==> src/rtl/multicycle_control_unit.sv <==
// Multi-cycle control FSM: sequences each instruction through
// FETCH/DECODE/EXECUTE/MEM/MULDIV/WRITEBACK and raises traps for
// illegal encodings and data-bus timeouts.
module multicycle_control_unit #(
  parameter int M_EXT       = 0,
  parameter int MEM_TIMEOUT = 16,
  parameter int TRAP_EN     = 1
) (
  input  logic       clk,
  input  logic       rst,
  input  logic [6:0] opcode,
  input  logic [2:0] funct3,
  input  logic [6:0] funct7,
  input  logic       imem_ready,
  input  logic       dmem_ready,
  input  logic       muldiv_done,
  input  logic       branch_taken,
  output logic       pc_write,
  output logic [1:0] pc_src,
  output logic       ir_write,
  output logic       reg_write,
  output logic       mem_read,
  output logic       mem_write,
  output logic       alu_src,
  output logic [1:0] mem_to_reg,
  output logic [3:0] alu_ctrl,
  output logic       lui_instr,
  output logic       auipc_instr,
  output logic       muldiv_start,
  output logic [2:0] muldiv_op,
  output logic       trap,
  output logic [1:0] trap_cause,
  output logic       busy
);

  // FSM state encodings
  localparam logic [2:0] S_FETCH     = 3'd0;
  localparam logic [2:0] S_DECODE    = 3'd1;
  localparam logic [2:0] S_EXECUTE   = 3'd2;
  localparam logic [2:0] S_MEM       = 3'd3;
  localparam logic [2:0] S_MULDIV    = 3'd4;
  localparam logic [2:0] S_WRITEBACK = 3'd5;
  localparam logic [2:0] S_TRAP      = 3'd6;

  // Instruction classes latched in DECODE
  localparam logic [2:0] C_ALU     = 3'd0;
  localparam logic [2:0] C_LOAD    = 3'd1;
  localparam logic [2:0] C_STORE   = 3'd2;
  localparam logic [2:0] C_BRANCH  = 3'd3;
  localparam logic [2:0] C_JUMP    = 3'd4;
  localparam logic [2:0] C_MULDIV  = 3'd5;
  localparam logic [2:0] C_FENCE   = 3'd6;
  localparam logic [2:0] C_ILLEGAL = 3'd7;

  // Opcodes
  localparam logic [6:0] OP_REG    = 7'b0110011;
  localparam logic [6:0] OP_IMM    = 7'b0010011;
  localparam logic [6:0] OP_LOAD   = 7'b0000011;
  localparam logic [6:0] OP_STORE  = 7'b0100011;
  localparam logic [6:0] OP_BRANCH = 7'b1100011;
  localparam logic [6:0] OP_LUI    = 7'b0110111;
  localparam logic [6:0] OP_AUIPC  = 7'b0010111;
  localparam logic [6:0] OP_JAL    = 7'b1101111;
  localparam logic [6:0] OP_JALR   = 7'b1100111;
  localparam logic [6:0] OP_FENCE  = 7'b0001111;

  localparam logic [6:0] FUNCT7_MULDIV = 7'b0000001;

  // ALU operation encodings
  localparam logic [3:0] ALU_ADD  = 4'd0;
  localparam logic [3:0] ALU_SUB  = 4'd1;
  localparam logic [3:0] ALU_SLL  = 4'd2;
  localparam logic [3:0] ALU_SLT  = 4'd3;
  localparam logic [3:0] ALU_SLTU = 4'd4;
  localparam logic [3:0] ALU_XOR  = 4'd5;
  localparam logic [3:0] ALU_SRL  = 4'd6;
  localparam logic [3:0] ALU_SRA  = 4'd7;
  localparam logic [3:0] ALU_OR   = 4'd8;
  localparam logic [3:0] ALU_AND  = 4'd9;
  localparam logic [3:0] ALU_BEQ  = 4'd10;
  localparam logic [3:0] ALU_BNE  = 4'd11;
  localparam logic [3:0] ALU_BLT  = 4'd12;
  localparam logic [3:0] ALU_BGE  = 4'd13;
  localparam logic [3:0] ALU_BLTU = 4'd14;
  localparam logic [3:0] ALU_BGEU = 4'd15;

  // Write-back source selects
  localparam logic [1:0] MEM_TO_REG_ALU    = 2'd0;
  localparam logic [1:0] MEM_TO_REG_MEM    = 2'd1;
  localparam logic [1:0] MEM_TO_REG_PC4    = 2'd2;
  localparam logic [1:0] MEM_TO_REG_MULDIV = 2'd3;

  // PC source selects and trap causes
  localparam logic [1:0] PC_SEQ    = 2'd0;
  localparam logic [1:0] PC_TARGET = 2'd1;
  localparam logic [1:0] PC_TRAP   = 2'd2;

  localparam logic [1:0] CAUSE_ILLEGAL = 2'd1;
  localparam logic [1:0] CAUSE_BUS     = 2'd2;

  // Counter only has to reach MEM_TIMEOUT-1
  localparam int CNT_W = (MEM_TIMEOUT > 1) ? $clog2(MEM_TIMEOUT) : 1;

  logic [2:0]       r_state;
  logic [2:0]       w_state_nxt;
  logic [CNT_W-1:0] r_cnt;
  logic             w_timeout;

  logic [2:0] r_class;
  logic [3:0] r_alu_ctrl;
  logic       r_alu_src;
  logic [1:0] r_mem_to_reg;
  logic       r_lui;
  logic       r_auipc;
  logic [2:0] r_muldiv_op;
  logic [1:0] r_cause;

  logic [2:0] w_class;
  logic [3:0] w_alu_ctrl;
  logic       w_alu_src;
  logic [1:0] w_mem_to_reg;
  logic       w_lui;
  logic       w_auipc;

  function automatic logic [3:0] f_alu_op(input logic [2:0] f3, input logic alt);
    logic [3:0] op;
    case (f3)
      3'b000:  op = alt ? ALU_SUB : ALU_ADD;
      3'b001:  op = ALU_SLL;
      3'b010:  op = ALU_SLT;
      3'b011:  op = ALU_SLTU;
      3'b100:  op = ALU_XOR;
      3'b101:  op = alt ? ALU_SRA : ALU_SRL;
      3'b110:  op = ALU_OR;
      default: op = ALU_AND;
    endcase
    return op;
  endfunction

  function automatic logic [3:0] f_branch_op(input logic [2:0] f3);
    logic [3:0] op;
    case (f3)
      3'b001:  op = ALU_BNE;
      3'b100:  op = ALU_BLT;
      3'b101:  op = ALU_BGE;
      3'b110:  op = ALU_BLTU;
      3'b111:  op = ALU_BGEU;
      default: op = ALU_BEQ;
    endcase
    return op;
  endfunction

  // Instruction decode from the instruction register fields
  always_comb begin
    w_class      = C_ALU;
    w_alu_ctrl   = ALU_ADD;
    w_alu_src    = 1'b0;
    w_mem_to_reg = MEM_TO_REG_ALU;
    w_lui        = 1'b0;
    w_auipc      = 1'b0;
    case (opcode)
      OP_REG: begin
        if (funct7 == FUNCT7_MULDIV) begin
          w_class      = (M_EXT != 0) ? C_MULDIV : C_ILLEGAL;
          w_mem_to_reg = MEM_TO_REG_MULDIV;
        end else begin
          w_alu_ctrl = f_alu_op(funct3, funct7[5]);
        end
      end
      OP_IMM: begin
        w_alu_src  = 1'b1;
        // only the shift-right immediate uses funct7 as an alternate select
        w_alu_ctrl = f_alu_op(funct3, funct7[5] && (funct3 == 3'b101));
      end
      OP_LOAD: begin
        w_class      = C_LOAD;
        w_alu_src    = 1'b1;
        w_mem_to_reg = MEM_TO_REG_MEM;
      end
      OP_STORE: begin
        w_class   = C_STORE;
        w_alu_src = 1'b1;
      end
      OP_BRANCH: begin
        w_class    = C_BRANCH;
        w_alu_ctrl = f_branch_op(funct3);
      end
      OP_LUI: begin
        w_alu_src = 1'b1;
        w_lui     = 1'b1;
      end
      OP_AUIPC: begin
        w_alu_src = 1'b1;
        w_auipc   = 1'b1;
      end
      OP_JAL, OP_JALR: begin
        w_class      = C_JUMP;
        w_alu_src    = 1'b1;
        w_mem_to_reg = MEM_TO_REG_PC4;
      end
      OP_FENCE: w_class = C_FENCE;
      default:  w_class = C_ILLEGAL;
    endcase
  end

  // Bus timeout: a ready on the limit cycle still wins
  always_comb begin
    w_timeout = (MEM_TIMEOUT != 0) && !dmem_ready &&
                (r_cnt == CNT_W'(MEM_TIMEOUT - 1));
  end

  // Next-state selection
  always_comb begin
    w_state_nxt = S_FETCH;
    case (r_state)
      S_FETCH:  w_state_nxt = imem_ready ? S_DECODE : S_FETCH;
      S_DECODE: begin
        if (w_class == C_FENCE)
          w_state_nxt = S_FETCH;
        else if (w_class == C_ILLEGAL)
          w_state_nxt = (TRAP_EN != 0) ? S_TRAP : S_FETCH;
        else
          w_state_nxt = S_EXECUTE;
      end
      S_EXECUTE: begin
        case (r_class)
          C_LOAD, C_STORE: w_state_nxt = S_MEM;
          C_BRANCH:        w_state_nxt = S_FETCH;
          C_MULDIV:        w_state_nxt = S_MULDIV;
          default:         w_state_nxt = S_WRITEBACK;
        endcase
      end
      S_MEM: begin
        if (dmem_ready)
          w_state_nxt = (r_class == C_LOAD) ? S_WRITEBACK : S_FETCH;
        else if (w_timeout)
          w_state_nxt = (TRAP_EN != 0) ? S_TRAP : S_FETCH;
        else
          w_state_nxt = S_MEM;
      end
      S_MULDIV:    w_state_nxt = muldiv_done ? S_WRITEBACK : S_MULDIV;
      S_WRITEBACK: w_state_nxt = S_FETCH;
      S_TRAP:      w_state_nxt = S_FETCH;
      default:     w_state_nxt = S_FETCH;
    endcase
  end

  // State, wait counter, trap cause and latched decode
  always_ff @(posedge clk) begin
    if (rst) begin
      r_state      <= S_FETCH;
      r_cnt        <= '0;
      r_class      <= C_ALU;
      r_alu_ctrl   <= '0;
      r_alu_src    <= 1'b0;
      r_mem_to_reg <= '0;
      r_lui        <= 1'b0;
      r_auipc      <= 1'b0;
      r_muldiv_op  <= '0;
      r_cause      <= '0;
    end else begin
      r_state <= w_state_nxt;
      if ((r_state == S_MEM) && (w_state_nxt == S_MEM) && (MEM_TIMEOUT != 0))
        r_cnt <= r_cnt + CNT_W'(1);
      else
        r_cnt <= '0;
      if (w_state_nxt == S_TRAP)
        r_cause <= (r_state == S_MEM) ? CAUSE_BUS : CAUSE_ILLEGAL;
      if (r_state == S_DECODE) begin
        r_class      <= w_class;
        r_alu_ctrl   <= w_alu_ctrl;
        r_alu_src    <= w_alu_src;
        r_mem_to_reg <= w_mem_to_reg;
        r_lui        <= w_lui;
        r_auipc      <= w_auipc;
        r_muldiv_op  <= funct3;
      end
    end
  end

  // Output decode; rst gates everything so a pending request drops at once
  always_comb begin
    pc_write     = 1'b0;
    pc_src       = PC_SEQ;
    ir_write     = 1'b0;
    reg_write    = 1'b0;
    mem_read     = 1'b0;
    mem_write    = 1'b0;
    alu_src      = 1'b0;
    mem_to_reg   = '0;
    alu_ctrl     = '0;
    lui_instr    = 1'b0;
    auipc_instr  = 1'b0;
    muldiv_start = 1'b0;
    muldiv_op    = '0;
    trap         = 1'b0;
    trap_cause   = '0;
    busy         = 1'b0;
    if (!rst) begin
      busy        = (r_state != S_FETCH);
      alu_src     = r_alu_src;
      mem_to_reg  = r_mem_to_reg;
      alu_ctrl    = r_alu_ctrl;
      lui_instr   = r_lui;
      auipc_instr = r_auipc;
      muldiv_op   = r_muldiv_op;
      case (r_state)
        S_FETCH: begin
          ir_write = 1'b1;
          pc_write = imem_ready;
        end
        S_EXECUTE: begin
          case (r_class)
            C_BRANCH: begin
              pc_write = branch_taken;
              pc_src   = PC_TARGET;
            end
            C_JUMP: begin
              pc_write = 1'b1;
              pc_src   = PC_TARGET;
            end
            C_MULDIV: muldiv_start = 1'b1;
            default: ;
          endcase
        end
        S_MEM: begin
          mem_read  = (r_class == C_LOAD);
          mem_write = (r_class == C_STORE);
        end
        S_WRITEBACK: reg_write = 1'b1;
        S_TRAP: begin
          trap       = 1'b1;
          trap_cause = r_cause;
          pc_write   = 1'b1;
          pc_src     = PC_TRAP;
        end
        default: ;
      endcase
    end
  end

endmodule

==> config.mk <==
export PLATFORM = sky130hd
export DESIGN_NAME = multicycle_control_unit
export DESIGN_NICKNAME = d
export VERILOG_FILES = /design/src/rtl/multicycle_control_unit.sv
export SDC_FILE = /design/constraint.sdc
export NUM_CORES = 1
export LEC_CHECK = 0
export ABC_AREA = 1
export CORE_MARGIN = 8
export CORE_UTILIZATION = 34
export CTS_CLUSTER_DIAMETER = 30
export DETAILED_ROUTE_END_ITERATION = 12
export PLACE_DENSITY = 0.67
export SYNTH_ARGS = -nofsm -noshare
export SYNTH_HDL_FRONTEND = slang
export SYNTH_SLANG_ARGS = --single-unit
==> constraint.sdc <==
create_clock -name clk -period 1.3 [get_ports clk]
set_clock_uncertainty 0.05 [all_clocks]
set_input_delay 0.13 -clock clk [delete_from_list [all_inputs] [get_ports clk]]
set_output_delay 0.13 -clock clk [all_outputs]
set_load 0.02 [all_outputs]
### Supply network

Drawn at 6 px/um. Pins as bars on the die edge. Tap cells in gray.
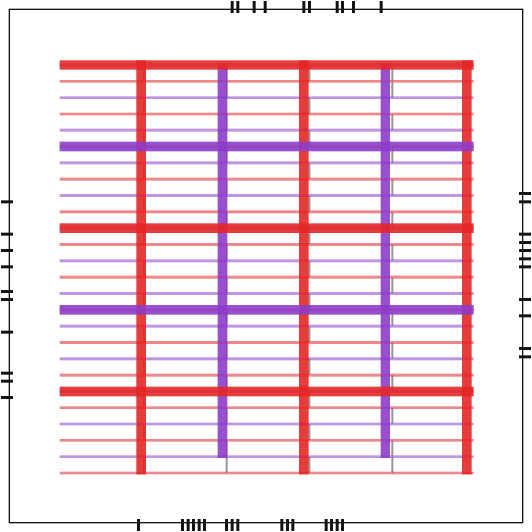
| net | color |
|---|---|
| VSS | red |
| VDD | purple |
met4 straps: 5
met5 straps: 5
signal pins: 47
rows: 25
tap cells: 54
Max IR drop VDD: 0.709 mV
die span in x: 85.3 um

### Cells colored by class

Drawn at 6 px/um. Fill, decap, tap and diode cells in gray.
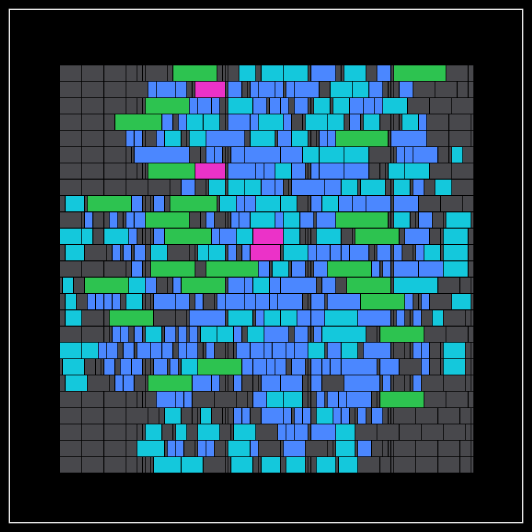
| class | color | cells |
|---|---|---|
| registers | green | 24 |
| remaining buffers and delay cells | cyan | 107 |
| remaining logic cells | blue | 222 |
| clock drivers and dummy loads | magenta | 4 |

### Clock network drawn from the DEF

Drawn at 4 px/um.
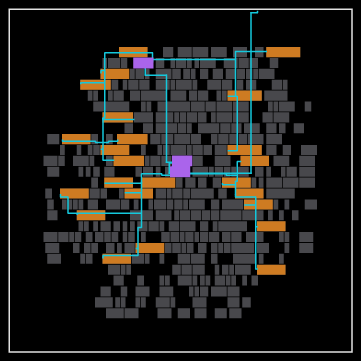
[clock-net drivers] purple | count: 3
[clock wires] cyan | length: 378 um
[flip-flops] orange | count: 24
routed clock nets: 4
Latency at later pin: 0.27 ns
Clock Power Share: 12.5%
clk pwr: 0.534 mW

==> results.toml <==
# physical design summary
[outcome]
status = "finished, violations left"
violations = "setup timing"

[final_layout]
regArea_um2 = 500
multiInputGateArea_mm2 = 0.00113
lay_top_count = "buf_4"
fin_nets = 382
n_antenna_cell = 0
drive_gt1_share_pct = 48.7
area_delta_synth_final_pct = 78.1
design_area_mm2 = 0.00291
fill_cells = 403
reg.largest.list = "r_alu_ctrl (4), r_cnt (4)"

[placed_design]
dp_hpwl_um = 3580
place_ws_ns = -0.590
place_area_mm2 = 0.00256
port_buffers = 46
place.gp.congestion = 0.863

[power]
p_leak_nw = 1.35
power_density_mw_per_mm2 = 1470
total_power_mw = 4.27

[grt]
grt_max_degree = 18
grt_pass1_wl_um = 8120
grt_util_met1_pct = 15.8
met3_usage_pct = 2.41
busiest_layer = "met2"
overflow = 0
first_global_vias = 1942
grt_usage_pct = 13.3
grtUsageMet2_pct = 23.1

[final_timing]
fin_crit_sh_pct = 126
finalWorstSetupSlack_ns = -0.344
rsz0062_at_grt = "true"
finalSetupViolations = 36
fin_crit_ns = 1.64
slew_violations = 0
slew-limit-headroom_pct = 84.4
fmax_mhz = 608

[synthesis]
ys_types = 36
synth_warnings = 0
enable_flop_cells = 0
synth_top_flop_cell = "dfxtp_1"
ys_ff = 24
synth_stat.cells = 252
yosys.area.top_type = "dfxtp_1"
top_area_share_pct = 29.4
synthesis.area_mm2 = 0.00163
ys_seq_share_pct = 29.4
syn-num-nets = 276
top_cells_by_area = "dfxtp_1, inv_1, nor2_1"
async_flop_share_pct = 0

[worst_setup_path]
start_kind = "flip-flop"
reg2reg_depth = 13
end_kind = "primary output"
cp.required_ns = 1.12
max_stage_delay_ns = 0.39
worstPathArrival_ns = 1.46
critical-path-top-delay-family = "flip-flops"
cp.depth = 7
cp.buffers_inverters = 3
worstSetupPathType = "flip-flop to primary output"
worstPathCellList = "inv_4, nor2_4, o2111ai_2, o211ai_1, nand2_1, inv_1, buf_4"
crit_slowest_cell = "dfxtp_4"
path_max_fanout = 3

[clock_network]
path_clk_slew_ns = 0.09
cts_tree = "yes"
cts_num_sinks = 24
root_buffer = "clkbuf_8"
clockBufferDepth = 2
hold_buffers = 0
cts-buffers-inserted = 3
htreeDepth = 1

[drt]
antenna_left = 0
drt-total-wl_um = 4980
first_iter_violations = 79
dr.pass1.iters = 4
vias = 1924
drc = 0
met2_length_um = 2420
met3_length_um = 173
routed.top_layer = "met4"
drt-wirelength-per-cell_um = 12.1
drt-met1-wl_um = 2290

[die]
fp_util_pct = 34.8
die_area_mm2 = 0.00728
coreArea_mm2 = 0.00469
pin_count = 47

[worst_hold_path]
hold_depth = 4
hp-class = "input pin to flip-flop"

[run]
log.warning_count = 29
cap_violations = 0
-- kinds of logic after synthesis --
group | synth area share, %
adder cells (fa/ha/maj) | 0.766
XOR/XNOR | 0.536
flip-flops | 29.4
buffers and inverters | 14.2
AND-OR/OR-AND | 18.0
AND/OR/NAND/NOR | 37.1
-- stage by stage --
stage / util, % / hold WS (ns) / std cells / TNS (ns)
final: 62.0 / 0.360 / 411 / -6.70
after global routing: 62.0 / 0.431 / 411 / -10.03
after CTS: 58.8 / 0.335 / 407 / -5.59
after detailed placement: 54.5 / 0.409 / 398 / -20.10
after global placement: 54.5 / 0.405 / 398 / -19.59
after floorplan: - / 0.257 / 252 / -0.196
-- final cells by class --
class                      count  share of cell area [%]
multi-input combinational    168                    38.7
clock buffer                   4                    1.89
sequential                    24                    17.2
tap                           54                    2.32
inverter                      54                    7.31
timing repair buffer         107                    32.5
-- Yosys cell counts (7+ instances only) --
cell,number
a21oi_1,10
dfxtp_1,24
inv_1,46
inv_2,7
nand2_1,27
nand2_2,9
nand3_1,14
nor2_1,44
nor2_2,8
o21ai_0,16
-- final timing paths --
kind | endpoint | slack (ns) | startpoint
max | pc_write | -0.34 | r_state[1]$_SDFF_PP0_
min | r_lui$_SDFFE_PP0P_ | 0.36 | opcode[3]
max reg2reg | r_cause[0]$_SDFFE_PP0N_ | -0.34 | r_state[1]$_SDFF_PP0_
min reg2reg | r_cause[0]$_SDFFE_PP0N_ | 0.42 | r_cause[0]$_SDFFE_PP0N_
-- timing repair --
action | 4_1_cts | 5_1_grt
setup buffers | 5 | 4
cloned | 0 | 1
setup endpoints to repair | 48 | 45
pin swaps | 19 | 17
gates resized | 135 | 55
-- where the power goes --
part,internal [mW],switching [mW]
clock network,0.271,0.262
registers,0.956,0.136
logic,1.30,1.34
Power figures rest on the tool's default switching activity, not on a simulated workload.
